$ cat src/rtl/product_accumulator.sv
// rtl/product_accumulator.sv - sums N_TERMS products from an external 3x3 multiplier
// Define PRODUCT_ACCUMULATOR_SAT_EN to saturate the accumulator instead of wrapping.
module product_accumulator #(
   parameter int N_TERMS = 4,
   parameter int ACC_W   = 10
) (
   input  logic             clk,
   input  logic             reset,
   input  logic             in_valid,
   output logic             in_ready,
   input  logic [2:0]       op_a,
   input  logic [2:0]       op_b,
   output logic [2:0]       mul_a,
   output logic [2:0]       mul_b,
   input  logic [5:0]       mul_p,
   output logic [ACC_W-1:0] acc_out,
   output logic             out_valid,
   input  logic             out_ready,
   output logic             ovf
);
   typedef enum logic [1:0] {IDLE, MUL, DONE} state_t;

   state_t           state;
   state_t           state_nxt;
   logic [7:0]       term_cnt;
   logic [ACC_W-1:0] acc;
   logic [ACC_W:0]   sum;
   logic             accept;
   logic             release_out;
   logic             last_term;

   // One spare bit on top of the accumulator captures the carry of each add.
   assign sum       = {1'b0, acc} + {{(ACC_W-5){1'b0}}, mul_p};
   assign last_term = (term_cnt == 8'(N_TERMS - 1));
   assign acc_out   = acc;

   always_comb begin
      state_nxt   = state;
      in_ready    = 1'b0;
      out_valid   = 1'b0;
      accept      = 1'b0;
      release_out = 1'b0;
      case (state)
         IDLE: begin
            in_ready = !reset;
            if (in_valid && !reset) begin
               accept    = 1'b1;
               state_nxt = MUL;
            end
         end
         MUL: begin
            state_nxt = last_term ? DONE : IDLE;
         end
         DONE: begin
            out_valid = 1'b1;
            if (out_ready) begin
               release_out = 1'b1;
               state_nxt   = IDLE;
            end
         end
         default: state_nxt = IDLE;
      endcase
   end

   always_ff @(posedge clk) begin
      if (reset) begin
         state <= IDLE;
      end else begin
         state <= state_nxt;
      end
   end

   always_ff @(posedge clk) begin
      if (reset) begin
         mul_a    <= 3'd0;
         mul_b    <= 3'd0;
         acc      <= '0;
         term_cnt <= 8'd0;
         ovf      <= 1'b0;
      end else begin
         if (accept) begin
            mul_a <= op_a;
            mul_b <= op_b;
         end
         if (state == MUL) begin
            term_cnt <= term_cnt + 8'd1;
`ifdef PRODUCT_ACCUMULATOR_SAT_EN
            if (sum[ACC_W]) begin
               acc <= '1;
               ovf <= 1'b1;
            end else begin
               acc <= sum[ACC_W-1:0];
            end
`else
            acc <= sum[ACC_W-1:0];
            if (sum[ACC_W]) begin
               ovf <= 1'b1;
            end
`endif
         end
         if (release_out) begin
            acc      <= '0;
            ovf      <= 1'b0;
            term_cnt <= 8'd0;
         end
      end
   end
endmodule

$ cat config.mk
export PLATFORM = sky130hd
export DESIGN_NAME = product_accumulator
export DESIGN_NICKNAME = d
export VERILOG_FILES = /design/src/rtl/product_accumulator.sv
export SDC_FILE = /design/constraint.sdc
export NUM_CORES = 1
export LEC_CHECK = 0
export CORE_MARGIN = 3
export CORE_UTILIZATION = 43
export CTS_CLUSTER_DIAMETER = 30
export DETAILED_ROUTE_END_ITERATION = 12
export MAX_ROUTING_LAYER = met4
export PLACE_DENSITY = 0.75
export SLEW_MARGIN = 20
export SYNTH_ARGS = -nofsm -noshare
export SYNTH_HDL_FRONTEND = slang
export SYNTH_SLANG_ARGS = --single-unit
$ cat constraint.sdc
create_clock -name clk -period 1.83 [get_ports clk]
set_input_delay 0.366 -clock clk [delete_from_list [all_inputs] [get_ports clk]]
set_output_delay 0.366 -clock clk [all_outputs]
set_load 0.005 [all_outputs]
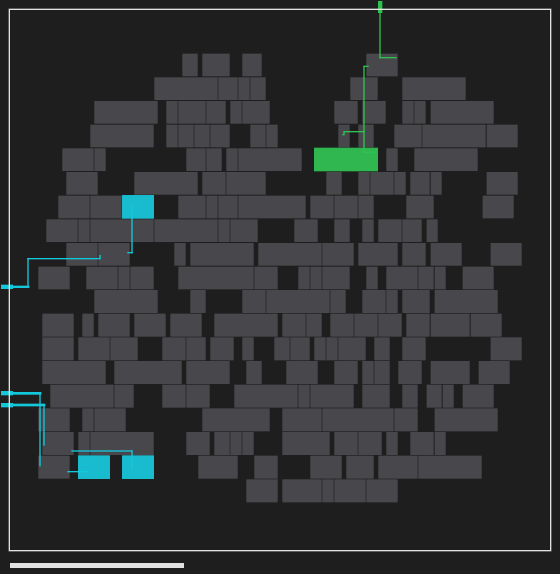
Fig. 1. Wires at chosen ports, followed through buffers.
The bar under the picture is 20 um long.
`ovf` -> green  # direction output, edge top, end cells 1, buffers 1, wire 21.5 um
`op_a` -> cyan  # direction input, edge left, end cells 3, buffers 3, wire 50.0 um
io pins: 35
Port Buf Inserts: 34

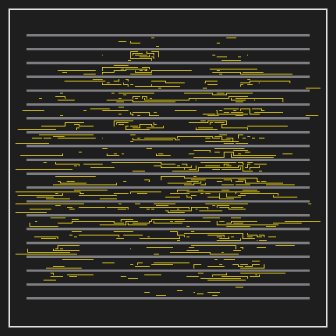
Fig. 2. Met1 routing.
Supply wires on this layer in gray.
wire length on this layer = 1,310 um
share of all routed wire = 42%
nets with wire on the layer = 199
main direction = horizontal
M1 GR Usage: 21.4%
Post-Route WL: 3120 um

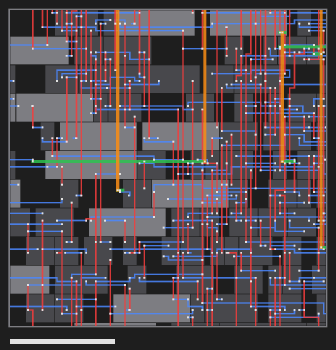
Fig. 3. Close-up of the layout.
The bar under the picture is 10 um long. Window x 16 to 46, y 16 to 46 um. Cells in gray, sequential cells in the stronger gray; small squares are vias.
met4 -> orange
met3 -> green
met1 -> blue
met2 -> red
cells with their middle in the window = 75
netlist names of flops here include = `term_cnt` (6), `acc_out` (2)
sequential cells in the window = 10
most frequent = dfxtp_1 (9), nor2_1 (8), buf_4 (8)

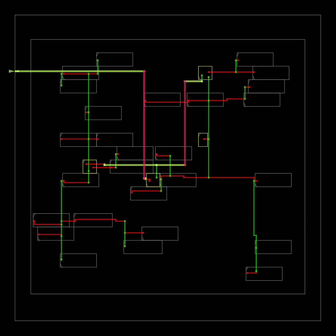
Fig. 4. The clock network.
P_clk: 260 uW
clock buf count: 3
Seq Cell Count: 27

==> flow_metrics.tcl <==
# metrics dict for downstream scripts
set metrics [dict create \
    outcome "complete, no violations" \
    cts.sinks 27 \
    period_used_pct 97.4 \
    antenna_found_initial 0 \
    synth_seq_share_pct 40.0 \
    syn_area_um2 1350 \
    cp-endpoint "acc_out[9]" \
    dieArea_um2 3850 \
    slew_viol_final 0 \
    final_area_um2 1870 \
    finalHoldViolCount 0 \
    grt_pass1_wl_um 5090 \
    clock-root-buffer "clkbuf_4" \
    vias_per_cell 5.19 \
    num_vias 1240 \
    placed_area_um2 1790 \
    tool_warnings 26 \
    fp_util_pct 47.0 \
    drv_cap 0 \
    setup_viol 0 \
    grt_use_total_pct 18.4 \
    antenna_left 0 \
    insertion_delay_ns 0.33 \
    r2r_end "acc_out[4]" \
    overflow 0 \
    r2r_slack_ns 0.10 \
    clk_pin_slew_ns 0.15 \
    wl_per_cell_um 13.1 \
    arrival_ns 2.03 \
    dieWidth_um 62.1 \
    finClkSkew_ns 0.00755 \
    cts.path.max_buffers 2 \
    worst_slew_pin_slew_ns 0.399 \
]
report_power, final:
| group | total (uW) | switching (uW) | internal [uW] |
|---|---|---|---|
| Clock | 260 | 177 | 82.2 |
| Sequential | 622 | 16.2 | 606 |
| Combinational | 224 | 96.1 | 128 |
| Total | 1110 | 290 | 816 |
layer usage:
layer	global-route usage [%]	share of wire, %	up-vias
met5	-	0	-
met3	3.72	4.5	9
met4	7.27	2.4	0
li1	-	-	618
met2	30.9	51	37
met1	21.4	42	576
critical path: stages:
cell             delay [ns]
clkdlybuf4s50_1        0.42
ha_1                   0.31
a211o_1                0.30
o211ai_1               0.15
buf_4                  0.19
a211oi_1               0.07
xnor2_1                0.15
nor2_1                 0.05
through the flow:
stage               setup slack, ns  TNS (ns)  utilization (%)  std cells
floorplan                    0.0754         0                -        152
global placement             -0.387     -2.37             62.2        233
detailed placement           -0.423     -2.75             62.2        233
CTS                         0.00527         0             63.7        237
global route                -0.0208   -0.0266             64.9        239
finish                       0.0478         0             64.9        239
registers in the layout, indices dropped and copies added (netlist names):
register / cells
acc_out: 10
term_cnt: 8
ovf: 1
mul_b: 3
mul_a: 3
state: 2
worst min-delay path by stage:
stage,start,to,slack [ns]
final,mul_p[0],acc_out[0],0.43
after global placement,ovf,ovf,0.44
after global routing,mul_p[0],acc_out[0],0.45
after CTS,ovf,ovf,0.47
after detailed placement,ovf,ovf,0.45
after floorplan,ovf,ovf,0.44
cells in the mapped netlist:
master / instances
nor2b_4: 1
a211oi_1: 4
nor2b_1: 1
nand2b_1: 3
mux2i_1: 7
buf_4: 1
nand4_1: 3
fa_1: 1
a211o_1: 2
and4b_1: 1
o31ai_1: 2
nor3_1: 3
or2b_1: 1
o21ai_0: 5
a21o_1: 2
a21oi_1: 11
nor4_1: 1
ha_1: 7
xor2_1: 6
dfxtp_1: 27
o211ai_1: 2
and2_1: 1
or3_1: 2
nand2_1: 12
buf_6: 1
nor2_1: 23
a21boi_0: 1
and3_1: 1
or2_2: 1
inv_1: 5
buf_2: 4
xnor2_1: 3
nand4_4: 1
o21a_1: 1
nor3b_1: 1
nand3_1: 3
and2b_1: 1
timing repair:
item                                    CTS  global route
endpoints found under the setup margin    5             6
resized                                   5            10
pin swaps                                 0             5
hold buffers                              0             0
setup buffers                             0             2
final cells by class:
cell class	instances	area [um2]	area share [%]
Clock inverter	1	5.00	0.268
Clock buffer	3	22.5	1.21
Tap cell	42	52.6	2.82
Sequential cell	27	547	29.3
Timing Repair Buffer	47	442	23.7
Multi-Input combinational cell	114	778	41.7
Inverter	5	18.8	1.01
cell families (layout without fill, tap and decap cells):
group | Yosys count | after routing | synth area share, %
AND-OR/OR-AND | 30 | 30 | 13.9
XOR/XNOR | 9 | 9 | 5.83
adder cells (fa/ha/maj) | 8 | 8 | 7.96
buffers and inverters | 11 | 56 | 4.26
flip-flops | 27 | 27 | 40.0
multiplexers | 7 | 7 | 5.18
AND/OR/NAND/NOR | 60 | 60 | 22.9
Power figures rest on the tool's default switching activity, not on a simulated workload.
